<file path="config.mk">
export PLATFORM = sky130hd
export DESIGN_NAME = rope_flash_sequencer_flat
export DESIGN_NICKNAME = d
export VERILOG_FILES = /design/src/rtl/rope_flash_sequencer_if.sv /design/src/rtl/rope_flash_sequencer.sv /design/src/flat_wrapper.sv
export SDC_FILE = /design/constraint.sdc
export NUM_CORES = 1
export LEC_CHECK = 0
export CAP_MARGIN = 0
export CORE_MARGIN = 4
export CORE_UTILIZATION = 35
export DETAILED_ROUTE_END_ITERATION = 8
export GPL_TIMING_DRIVEN = 0
export HOLD_SLACK_MARGIN = 0.03
export PLACE_DENSITY = 0.59
export SLEW_MARGIN = 20
export SYNTH_ARGS = -nofsm -noshare
export SYNTH_HDL_FRONTEND = slang
export SYNTH_SLANG_ARGS = --single-unit
</file>
<file path="constraint.sdc">
create_clock -name SIM_CLK -period 3.9 [get_ports SIM_CLK]
set_input_delay 0.585 -clock SIM_CLK [delete_from_list [all_inputs] [get_ports SIM_CLK]]
set_output_delay 0.585 -clock SIM_CLK [all_outputs]
set_load 0.02 [all_outputs]
</file>
<file path="src/rtl/rope_flash_sequencer_if.sv">
// Bus bundle between rope_flash_sequencer and its environment.
// Groups the AGC strobe/address, monitor handshake, flash pins and sense bus.
//   slave  : sequencer view (takes requests, drives flash and sense bus)
//   master : environment view (AGC logic, monitor, flash model, sense amps)
interface rope_flash_sequencer_if #(
    parameter int ADDR_W = 17
);
    logic              SBF;
    logic [ADDR_W-1:0] FADDR;
    logic              MON_REQ;
    logic [ADDR_W-1:0] MON_ADDR;
    logic              MON_ACK;
    logic [15:0]       MON_DATA;
    logic [ADDR_W-1:0] FL_ADDR;
    logic              FL_CE_n;
    logic              FL_OE_n;
    logic [15:0]       FL_DQ;
    logic [15:0]       SA_OUT;
    logic              BUSY;
    logic              PAR_ERR;

    modport slave (
        input  SBF, FADDR, MON_REQ, MON_ADDR, FL_DQ,
        output MON_ACK, MON_DATA, FL_ADDR, FL_CE_n, FL_OE_n,
        output SA_OUT, BUSY, PAR_ERR
    );

    modport master (
        output SBF, FADDR, MON_REQ, MON_ADDR, FL_DQ,
        input  MON_ACK, MON_DATA, FL_ADDR, FL_CE_n, FL_OE_n,
        input  SA_OUT, BUSY, PAR_ERR
    );
endinterface

</file>
<file path="src/rtl/rope_flash_sequencer.sv">
// Rope/erasable flash read sequencer shared by the AGC sense strobe (SBF)
// and a monitor read port; AGC requests always win, no preemption.
// Ports: SIM_CLK (rising-edge clock), SIM_RST (async, active-high),
//   bus (slave): SBF/FADDR AGC request, MON_REQ/MON_ADDR/MON_ACK/MON_DATA
//   monitor handshake, FL_ADDR/FL_CE_n/FL_OE_n/FL_DQ flash pins,
//   SA_OUT sense bus drive, BUSY, PAR_ERR.
// Option: define ROPE_PARITY_CHECK_EN to build the sticky odd-parity checker.
module rope_flash_sequencer #(
    parameter int ACCESS_CYCLES = 4,
    parameter int ADDR_W        = 17
) (
    input  logic                  SIM_CLK,
    input  logic                  SIM_RST,
    rope_flash_sequencer_if.slave bus
);
    localparam logic [3:0] CNT_INIT = 4'(ACCESS_CYCLES - 1);

    typedef enum logic [2:0] {
        S_IDLE,
        S_SETUP,
        S_WAIT,
        S_CAPTURE,
        S_HOLD
    } state_t;

    state_t            r_state;
    state_t            w_next;
    logic              w_take_agc;
    logic              w_take_mon;
    logic              w_sbf_rise;
    logic              r_sbf_q;
    logic              r_pending;
    logic              r_src_agc;
    logic [3:0]        r_cnt;
    logic [ADDR_W-1:0] r_faddr;
    logic [ADDR_W-1:0] r_addr;
    logic [ADDR_W-1:0] r_fl_addr;
    logic              r_ce_n;
    logic              r_oe_n;
    logic [15:0]       r_sa;
    logic              r_mon_ack;
    logic [15:0]       r_mon_data;

    assign w_sbf_rise = bus.SBF & ~r_sbf_q;

    always_ff @(posedge SIM_CLK or posedge SIM_RST) begin
        if (SIM_RST) r_state <= S_IDLE;
        else         r_state <= w_next;
    end

    // The ack cycle blocks a new monitor grant so a requester that drops
    // MON_REQ on seeing MON_ACK is never served twice.
    always_comb begin
        w_next     = r_state;
        w_take_agc = 1'b0;
        w_take_mon = 1'b0;
        unique case (r_state)
            S_IDLE: begin
                if (r_pending) begin
                    w_next     = S_SETUP;
                    w_take_agc = 1'b1;
                end else if (bus.MON_REQ && !r_mon_ack) begin
                    w_next     = S_SETUP;
                    w_take_mon = 1'b1;
                end
            end
            S_SETUP: w_next = S_WAIT;
            S_WAIT: begin
                if (r_cnt == 4'd0) w_next = S_CAPTURE;
            end
            S_CAPTURE: begin
                if (r_src_agc && bus.SBF) w_next = S_HOLD;
                else                      w_next = S_IDLE;
            end
            S_HOLD: begin
                if (!bus.SBF) w_next = S_IDLE;
            end
            default: w_next = S_IDLE;
        endcase
    end

    // r_faddr keeps collecting the latest SBF rise while r_addr holds the
    // address of the read actually in progress.
    always_ff @(posedge SIM_CLK or posedge SIM_RST) begin
        if (SIM_RST) begin
            r_sbf_q    <= 1'b0;
            r_pending  <= 1'b0;
            r_src_agc  <= 1'b0;
            r_cnt      <= 4'd0;
            r_faddr    <= '0;
            r_addr     <= '0;
            r_fl_addr  <= '0;
            r_ce_n     <= 1'b1;
            r_oe_n     <= 1'b1;
            r_sa       <= 16'd0;
            r_mon_ack  <= 1'b0;
            r_mon_data <= 16'd0;
        end else begin
            r_sbf_q   <= bus.SBF;
            r_mon_ack <= 1'b0;
            if (w_sbf_rise) begin
                r_faddr   <= bus.FADDR;
                r_pending <= 1'b1;
            end else if (w_take_agc) begin
                r_pending <= 1'b0;
            end
            if (w_take_agc) begin
                r_addr    <= r_faddr;
                r_src_agc <= 1'b1;
            end
            if (w_take_mon) begin
                r_addr    <= bus.MON_ADDR;
                r_src_agc <= 1'b0;
            end
            case (r_state)
                S_SETUP: begin
                    r_fl_addr <= r_addr;
                    r_ce_n    <= 1'b0;
                    r_oe_n    <= 1'b0;
                    r_cnt     <= CNT_INIT;
                end
                S_WAIT: begin
                    if (r_cnt != 4'd0) r_cnt <= r_cnt - 4'd1;
                end
                S_CAPTURE: begin
                    r_ce_n <= 1'b1;
                    r_oe_n <= 1'b1;
                    if (r_src_agc) begin
                        if (bus.SBF) r_sa <= bus.FL_DQ;
                    end else begin
                        r_mon_data <= bus.FL_DQ;
                        r_mon_ack  <= bus.MON_REQ;
                    end
                end
                S_HOLD: begin
                    if (!bus.SBF) r_sa <= 16'd0;
                end
                default: ;
            endcase
        end
    end

`ifdef ROPE_PARITY_CHECK_EN
    logic r_par_err;

    // Good rope words carry odd parity over all 16 bits.
    always_ff @(posedge SIM_CLK or posedge SIM_RST) begin
        if (SIM_RST) begin
            r_par_err <= 1'b0;
        end else if (r_state == S_CAPTURE && !(^bus.FL_DQ)) begin
            r_par_err <= 1'b1;
        end
    end

    assign bus.PAR_ERR = r_par_err;
`else
    assign bus.PAR_ERR = 1'b0;
`endif

    assign bus.FL_ADDR  = r_fl_addr;
    assign bus.FL_CE_n  = r_ce_n;
    assign bus.FL_OE_n  = r_oe_n;
    assign bus.SA_OUT   = r_sa;
    assign bus.MON_ACK  = r_mon_ack;
    assign bus.MON_DATA = r_mon_data;
    assign bus.BUSY     = (r_state != S_IDLE);
endmodule

</file>
<file path="src/flat_wrapper.sv">
// flat-port wrapper written by rule: the top's interface ports become plain ports
module rope_flash_sequencer_flat 
#(
    parameter int ACCESS_CYCLES = 4,
    parameter int ADDR_W        = 17
)
  (SIM_CLK, SIM_RST, bus_SBF, bus_FADDR, bus_MON_REQ, bus_MON_ADDR, bus_FL_DQ, bus_MON_ACK, bus_MON_DATA, bus_FL_ADDR, bus_FL_CE_n, bus_FL_OE_n, bus_SA_OUT, bus_BUSY, bus_PAR_ERR);
  rope_flash_sequencer_if #(.ADDR_W(ADDR_W)) bus_i ();
  input  logic SIM_CLK;
  input  logic SIM_RST;
  input wire logic [$bits(bus_i.SBF)-1:0] bus_SBF;
  input wire logic [$bits(bus_i.FADDR)-1:0] bus_FADDR;
  input wire logic [$bits(bus_i.MON_REQ)-1:0] bus_MON_REQ;
  input wire logic [$bits(bus_i.MON_ADDR)-1:0] bus_MON_ADDR;
  input wire logic [$bits(bus_i.FL_DQ)-1:0] bus_FL_DQ;
  output wire logic [$bits(bus_i.MON_ACK)-1:0] bus_MON_ACK;
  output wire logic [$bits(bus_i.MON_DATA)-1:0] bus_MON_DATA;
  output wire logic [$bits(bus_i.FL_ADDR)-1:0] bus_FL_ADDR;
  output wire logic [$bits(bus_i.FL_CE_n)-1:0] bus_FL_CE_n;
  output wire logic [$bits(bus_i.FL_OE_n)-1:0] bus_FL_OE_n;
  output wire logic [$bits(bus_i.SA_OUT)-1:0] bus_SA_OUT;
  output wire logic [$bits(bus_i.BUSY)-1:0] bus_BUSY;
  output wire logic [$bits(bus_i.PAR_ERR)-1:0] bus_PAR_ERR;
  assign bus_i.SBF = bus_SBF;
  assign bus_i.FADDR = bus_FADDR;
  assign bus_i.MON_REQ = bus_MON_REQ;
  assign bus_i.MON_ADDR = bus_MON_ADDR;
  assign bus_i.FL_DQ = bus_FL_DQ;
  assign bus_MON_ACK = bus_i.MON_ACK;
  assign bus_MON_DATA = bus_i.MON_DATA;
  assign bus_FL_ADDR = bus_i.FL_ADDR;
  assign bus_FL_CE_n = bus_i.FL_CE_n;
  assign bus_FL_OE_n = bus_i.FL_OE_n;
  assign bus_SA_OUT = bus_i.SA_OUT;
  assign bus_BUSY = bus_i.BUSY;
  assign bus_PAR_ERR = bus_i.PAR_ERR;
  rope_flash_sequencer #(.ACCESS_CYCLES(ACCESS_CYCLES), .ADDR_W(ADDR_W)) u_core (.SIM_CLK(SIM_CLK), .SIM_RST(SIM_RST), .bus(bus_i));
endmodule
</file>
Run 1, clock network drawn from the DEF:
Bar = 20 um.
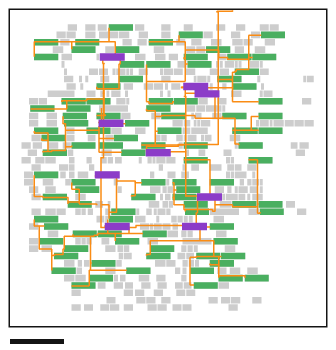
Key: clock wires = orange [length 1120 um]; cells driving clock nets = purple [count 9]; flip-flops = green [count 95]
Position of the flops: spread over the die.
P_clk: 0.987 mW
clk_skew: 9.28 ps
Clock Latency Late Sink: 340 ps
clock power share: 21.0%

Run 1, supply network:
Pins as bars on the die edge. Tap cells in gray.
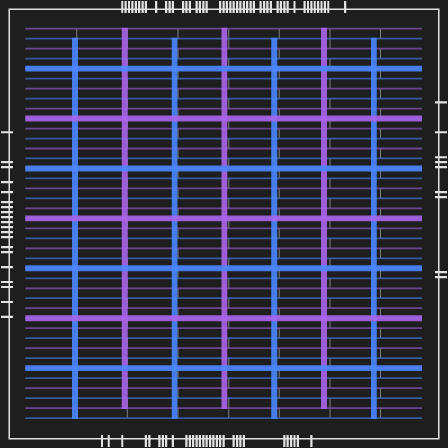
Key: VDD = purple; VSS = blue
The core has 39 rows. 143 tap cells.
Core ar.: 11500 um2
Die Height: 117 um
worst vdd ir: 0.000344 V
Die X: 117 um

Run 1, logic cells by family:
Bar = 20 um.
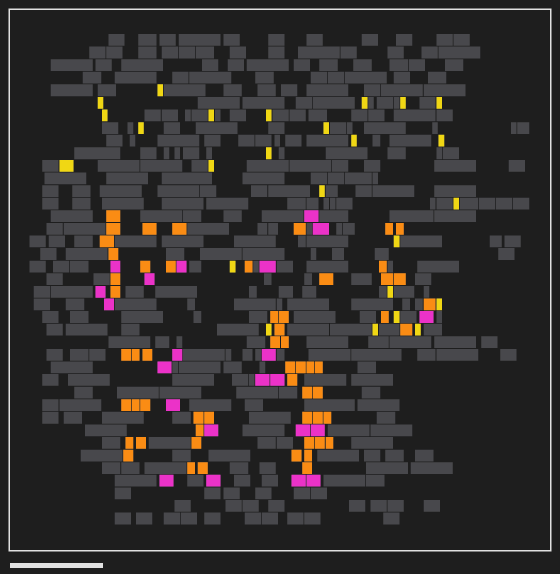
Key: AND and OR gates = magenta [cells 22, most used or3b_2]; inverting AOI/OAI gates = orange [cells 57, most used o22ai_1]; inverters = yellow [cells 25, most used inv_1]
fin cells: 596
logic share of the area: 26.7%
Top cell excl fill/tap: clkdlybuf4s50_1

==> run notes, run 1 <==
fresh numbers from the pnr run: largest net degree at the start of global routing 61, postcts setup bufs 0, fillers 1006, root buf cell clkbuf_16, Syn Area/Cell 12.5 um2, Logic Gate Count 187, Slowest Stage Delay on Critical Path 610 ps, Via density approximately 4.9, worst endpoint required time 3310 ps, worst-margin pin slew approximately 630 ps, final period demand of the worst path about 2900 ps, count of plain and timing-repair buffers 130, clkbuf count 11, initial antenna violation count 0, Top class by area sequential cells, Design Power 4.71 mW, Gate Count Post-Synth 330, share of layout cells above drive strength 1 a little over a fifth, Design Area, Final 5740 um2, ratio of final minimum period to clock period 73.7%, WL per Instance between 15 and 20 um, antenna-violating nets left 0, max_slew headroom approximately 57%, Routability Congestion 0.763, CTS H-tree depth 3, die area 13600 um2, Tot GR Track Use 14.8%, ANT cells 0, largest fanout on the critical path 10, worst-path cell chain nor3_2, inv_2, clkbuf_1, clkdlybuf4s50_1, syn_nets 386, Worst setup EP type output port, vias in the first global route 3030, final hold vios 0, global-route wire length before repair about 16000 um, Layout clock area frac 5.91%, status completed, PD cells 821 nW/um2, Clock Path Buffers 2, Worst path top cell family by delay buffers and inverters, cts repair resizes 0, input/output buffers 106, Flops 95, Max-Cap Viols 0, sequential share of the synthesized area 57.6%, final tally of setup violations 0, hold_buf cts 0, leakage 2.55 nW, Hold WS 489 ps, Core Util, Final approximately 50%, # Cells Yosys 330, CP Launch Type flip-flop, fin. max-slew vios 0, Data buffer area share about a fifth, Achievable Freq 348 MHz, tool warnings 27, WS Path Type reg -> out, DR pass1 iterations 4, total grt overflow 0, starting DRC count in detailed routing 111, dominant logic cell types in the final layout 106 x clkdlybuf4s50_1, 94 x dfrtp_1, 49 x mux2_2, synthesized area 4130 um2, Pre-Place Util 36.0%, Seq cells post-synth 95, CTS tree done, Clock Pin Slew Worst Setup and Hold Paths 60 ps, nets 504, HP Class reg -> reg, area grow syn2layout 39.0%, CTS sink cnt 95, IO Pins 108, Setup WS pre-CTS 1410 ps, Total Wirelength roughly 9700 um, placed wire-length estimate 7220 um, Reg area approximately 2400 um2, placed cell area ~5400 um2, Inverters, non-clock 25, DRC errors left 0, Slowest-stage cell, CP clkdlybuf4s50_1, CP Buf/Inv Count 3, tap cell count 143, # rows 39, Yosys chip area 4130 um2, register fraction of the total cell area 41.4%, CTS Buf Count 9, Netlist cell types between 40 and 50, Setup WS post-layout roughly 1000 ps, Arr. time, crit path 2290 ps, RSZ-0062 raised after global routing no, Via Count 2924, Synth warnings 0, logic area between 1500 and 2000 um2
run 1: synthesized netlist by cell type (all sizes together):
library cell | number | area share (%)
clkbuf | 8 | 0.73
dfrtp | 94 | 57
nor3 | 4 | 0.88
o21ai | 3 | 0.36
and3b | 1 | 0.21
conb | 1 | 0.091
dfstp | 1 | 0.64
a2111oi | 1 | 0.21
or4b | 2 | 0.48
a311o | 1 | 0.24
or3b | 13 | 2.8
o2bb2ai | 5 | 1.1
mux2i | 16 | 3.9
nand2 | 18 | 1.6
nor4b | 1 | 0.21
clkinv | 1 | 0.091
a21oi | 14 | 1.7
nor3b | 2 | 0.61
a22o | 1 | 0.21
a31oi | 5 | 0.76
and2 | 6 | 0.91
inv | 24 | 2.2
a41o | 2 | 0.48
nand3 | 1 | 0.42
a22oi | 1 | 0.18
ha | 2 | 0.61
mux2 | 50 | 14
xnor2 | 1 | 0.21
buf | 15 | 2.3
o22ai | 24 | 3.6
a21o | 1 | 0.18
nor2 | 4 | 0.36
nor2b | 3 | 0.45
a211oi | 4 | 0.73
run 1: state kept, by name (all words and copies together), names as in the netlist:
name                 count
u_core.bus.FL_ADDR      17
u_core.bus.FL_CE_n       1
u_core.bus.MON_ACK       1
u_core.bus.MON_DATA     16
u_core.bus.SA_OUT       16
u_core.r_addr           17
u_core.r_cnt             4
u_core.r_faddr          17
u_core.r_pending         1
u_core.r_sbf_q           1
u_core.r_src_agc         1
u_core.r_state           3
run 1: logic make-up after synthesis:
logic type      after synthesis  synth area share (%)
mux                          66                  17.5
simple gates                 55                  8.94
xor+xnor                      1                 0.212
flops                        95                  57.6
buf+inv                      48                  5.27
fa+ha+maj                     2                 0.606
compound gates               62                  9.76
other cells                   1                0.0908
run 1: worst paths after layout:
| path | startpoint | to | slack, ps | cells after the start |
|---|---|---|---|---|
| max in group asynchronous | SIM_RST | u_core.bus.FL_ADDR[13]$_DFFE_PP0P_ | 2690 | 3 |
| max reg2reg | u_core.r_state[2]$_DFFE_PP0P_ | u_core.bus.MON_DATA[6]$_DFFE_PP0P_ | 2050 | 4 |
| min | u_core.r_addr[4]$_DFFE_PP0P_ | u_core.r_addr[4]$_DFFE_PP0P_ | 490 | 1 |
| max | u_core.r_state[0]$_DFFE_PP0P_ | bus_BUSY | 1030 | 4 |
| min in group asynchronous | SIM_RST | u_core.bus.SA_OUT[11]$_DFFE_PP0P_ | 600 | 2 |
| min reg2reg | u_core.r_addr[4]$_DFFE_PP0P_ | u_core.r_addr[4]$_DFFE_PP0P_ | 490 | 1 |
run 1: through the flow:
| stage | TNS (ps) | std cells |
|---|---|---|
| 6_report | 0 | 596 |
| 4_1_cts | 0 | 596 |
| 5_1_grt | 0 | 596 |
| 2_1_floorplan | 0 | 330 |
| 3_5_place_dp | 0 | 580 |
| 3_3_place_gp | -62630 | 579 |
run 1: report_power, final:
group | switching, mW | total, mW | internal (mW)
logic | 1.02 | 2.06 | 1.04
registers | 0.256 | 1.67 | 1.41
clock network | 0.359 | 0.987 | 0.628
total | 1.63 | 4.71 | 3.08
run 1: metal layers:
layer	track usage, %	part of all wire, %	vias up
li1	-	-	1419
met1	20.4	45	1437
met2	23.9	50	57
met3	2.07	3.2	11
met4	5.50	1.7	0
met5	0	0	-
Run 1, cells colored by class:
Bar = 20 um.
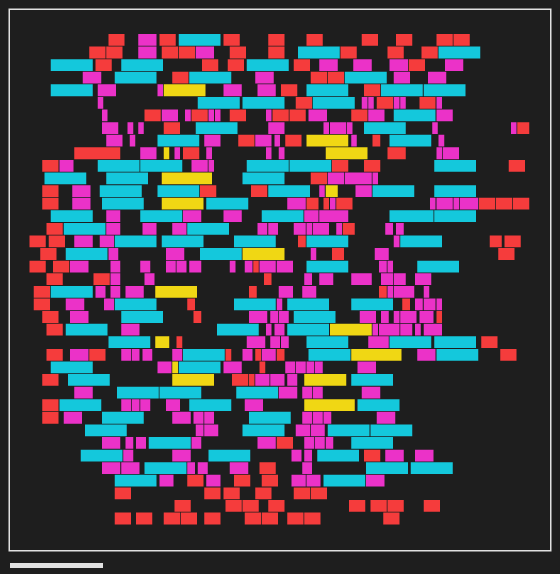

==> run 2: changes to the inputs <==
clock period = 2.65 ns   (was 3.9 ns; I/O delays follow)
Run 2, cells colored by class:
Bar = 20 um.
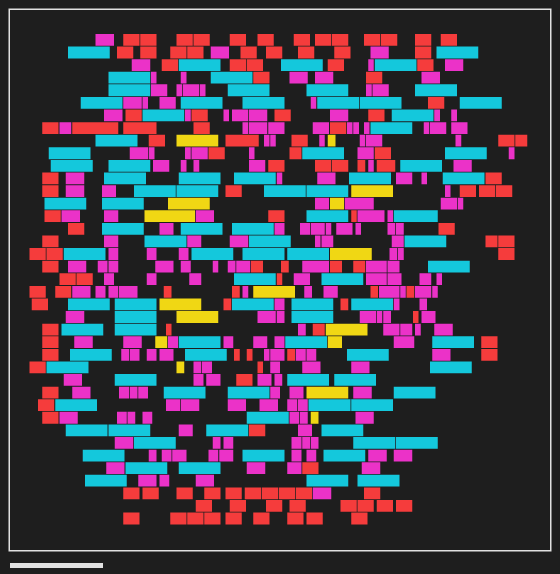
Key: all other logic = magenta [cells 212, share of their area 29%]; flip-flops = cyan [cells 95, share of their area 43%]; other buffers and delay cells = red [cells 133, share of their area 23%]; clock drivers and dummy loads = yellow [cells 16, share of their area 5.3%]
Core Util, Final: 50.2%
Design Area, Final: 5750 um2

==> run 2 against run 1 <==
Combinational power increased by 49%. Hold slack got worse by 54 ps. Register-to-register slack lost 1300 ps. Global-route usage increased by 0.22 points. Die area stayed put. Critical path depth decreased by 1. Via count is 1.9% higher. Largest cell class unchanged. Critical path type unchanged. Flip-flop count stayed put.
==> run notes, run 2 <==
fresh numbers from the pnr run: Synth warnings 0, Tot GR Track Use 15.0%, FF-to-FF Start u_core.r_state[2]$_DFFE_PP0P_, sequential share of the synthesized area 57.6%, Achievable Freq 438 MHz, CP startpoint u_core.r_state[2]$_DFFE_PP0P_, final period demand of the worst path between 2000 and 2500 ps, synthesized area 4130 um2, Slowest-stage cell, CP clkdlybuf4s50_1, CP Buf/Inv Count 2, Total Wirelength a little under 10000 um, root buf cell clkbuf_16, CTS tree done, Top cell excl fill/tap clkdlybuf4s50_1, setup TNS 0 ps, vias in the first global route 3042, Syn Area/Cell 12.5 um2, initial antenna violation count 0, DR pass1 iterations 4, Via Count 2980, Setup WS post-layout between 300 and 400 ps, placed wire-length estimate between 7000 and 8000 um, Max-Cap Viols 0, Setup WS pre-CTS 284 ps, Worst setup EP type output port, worst vdd ir approximately 0.00052 V, share of layout cells above drive strength 1 about 23%, tool warnings 27, starting DRC count in detailed routing 77, Slowest Stage Delay on Critical Path 600 ps, Design Power 6.82 mW, die area between 10000 and 15000 um2, Arr. time, crit path 1880 ps, global-route wire length before repair between 15000 and 20000 um, WS Path Type reg -> out, worst-margin pin slew 601 ps, Pre-Place Util between 30% and 40%, worst endpoint required time 2250 ps, CTS Buf Count 9, area leader, netlist dfrtp_1, post-synthesis async set-or-reset flop share 100%, WP depth 3, ratio of final minimum period to clock period between 80 and 90%, worst-path cell chain nor3_4, inv_2, clkdlybuf4s50_1, Synth top cell by count dfrtp_1, CTS H-tree depth 3, fin cells between 500 and 600, Clock Path Buffers 2, number of enable flip-flop cells 0, Gate Count Post-Synth between 300 and 400, syn_nets 386, nets between 500 and 600, placed cells 582, ANT cells 0, PD cells 1190 nW/um2, DRC errors left 0, top_reg_cell synth dfrtp_1, fin. max-slew vios 0, largest fanout on the critical path 19, dominant logic cell types in the final layout 106 x clkdlybuf4s50_1, 94 x dfrtp_1, 49 x mux2_2, largest net degree at the start of global routing 29, WL per Instance 16.6 um, CTS sink cnt between 90 and 100, Worst path top cell family by delay buffers and inverters, Die Height between 100 and 150 um, Netlist cell types between 40 and 50, IO Pins about 110, input/output buffers ~110, final hold vios 0, CP Launch Type flip-flop, final tally of setup violations 0, FF-to-FF path depth 4, placed cell area 5440 um2, antenna-violating nets left 0, # Cells Yosys 330, Core ar. around 11000 um2, RSZ-0062 raised after global routing no, Yosys chip area between 4000 and 5000 um2, Via density 4.97, max_slew headroom about 60%, Die X 117 um, clk_skew 11.7 ps, Area leader share 57.0%, Clock Pin Slew Worst Setup and Hold Paths ~70 ps, status completed, leakage 2.56 nW, HP Class in -> async, Routability Congestion roughly 0.79, hold_buf cts 0, total grt overflow 0, Seq cells post-synth 95, synth top area cells dfrtp_1 57%, mux2_2 13%, mux2i_1 3.9%, Post-synth top cells 94 x dfrtp_1, 49 x mux2_2, 24 x o22ai_1, 23 x inv_1, 18 x nand2_1, # rows 39, area grow syn2layout 39.3%
Run 2, clock wiring as the flow saved it:
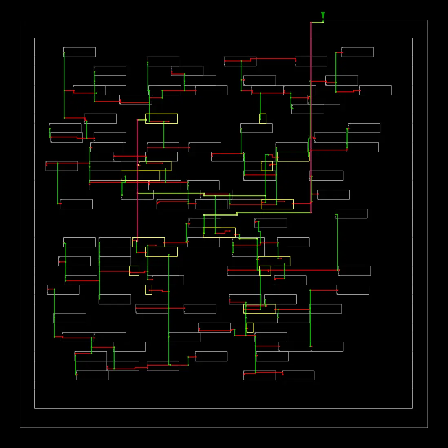
P_clk: 1.28 mW
Flops: 95
Clock Latency Late Sink: 330 ps
clkbuf count: 9

==> run 2: cell counts after synthesis <==
Identical to the previous run, type by type.
==> run 2: logic make-up after synthesis <==
| logic type | count (synthesis) | synth area share [%] |
|---|---|---|
| simple gates | 55 | 8.94 |
| compound gates | 62 | 9.76 |
| mux | 66 | 17.5 |
| buf+inv | 48 | 5.27 |
| other cells | 1 | 0.0908 |
| fa+ha+maj | 2 | 0.606 |
| xor+xnor | 1 | 0.212 |
| flops | 95 | 57.6 |
==> run 2: cell type report <==
cell class,instances,area [um2]
well taps,143,179
flip-flops and latches,95,2380
fillers,1029,5710
multi-input cells,187,1540
clock buffers,9,225
plain buffers,22,120
inverters,25,97.6
clock inverters,7,70.1
repair buffers,111,1140
==> run 2: final timing paths <==
path	to	slack, ps
worst max-delay path	bus_BUSY	370
worst min register to register	u_core.bus.MON_DATA[7]$_DFFE_PP0P_	490
min in group SIM_CLK	u_core.bus.MON_DATA[7]$_DFFE_PP0P_	490
max in group asynchronous	u_core.r_cnt[1]$_DFFE_PP0P_	1490
worst min-delay path	u_core.bus.MON_DATA[4]$_DFFE_PP0P_	430
worst max register to register	u_core.bus.MON_DATA[4]$_DFFE_PP0P_	750
==> run 2: metrics by stage <==
| step | utilization (%) | hold slack, ps |
|---|---|---|
| 6_report | 50.2 | 434 |
| 5_1_grt | 50.2 | 460 |
| 4_1_cts | 50.1 | 439 |
| 3_5_place_dp | 47.4 | 472 |
| 3_3_place_gp | 46.9 | 472 |
| 2_1_floorplan | - | 429 |
==> run 2: where the power goes <==
group	total, mW	internal, mW	switching [mW]
clock network	1.28	0.733	0.551
logic	3.06	1.56	1.51
registers	2.47	2.08	0.394
total	6.82	4.36	2.45
==> run 2: what timing repair did <==
| item | in CTS | in global routing |
|---|---|---|
| pin swaps | 0 | 1 |
| setup endpoints to repair | 1 | 1 |
| setup buffers | 0 | 2 |
| endpoints found under the hold margin | 0 | 0 |
| resized | 1 | 0 |
| gates cloned | 0 | 0 |
==> run 2: per-layer routing <==
layer  part of all wire [%]  up-vias  track usage [%]  wire, um
met5                      0        -                0         0
met4                    1.7        0             5.43       167
met3                    3.6       12             2.18       359
met2                     50       60             24.4      4960
met1                     45     1487             20.5      4430
li1                       -     1421                -         -
Power figures rest on the tool's default switching activity, not on a simulated workload.
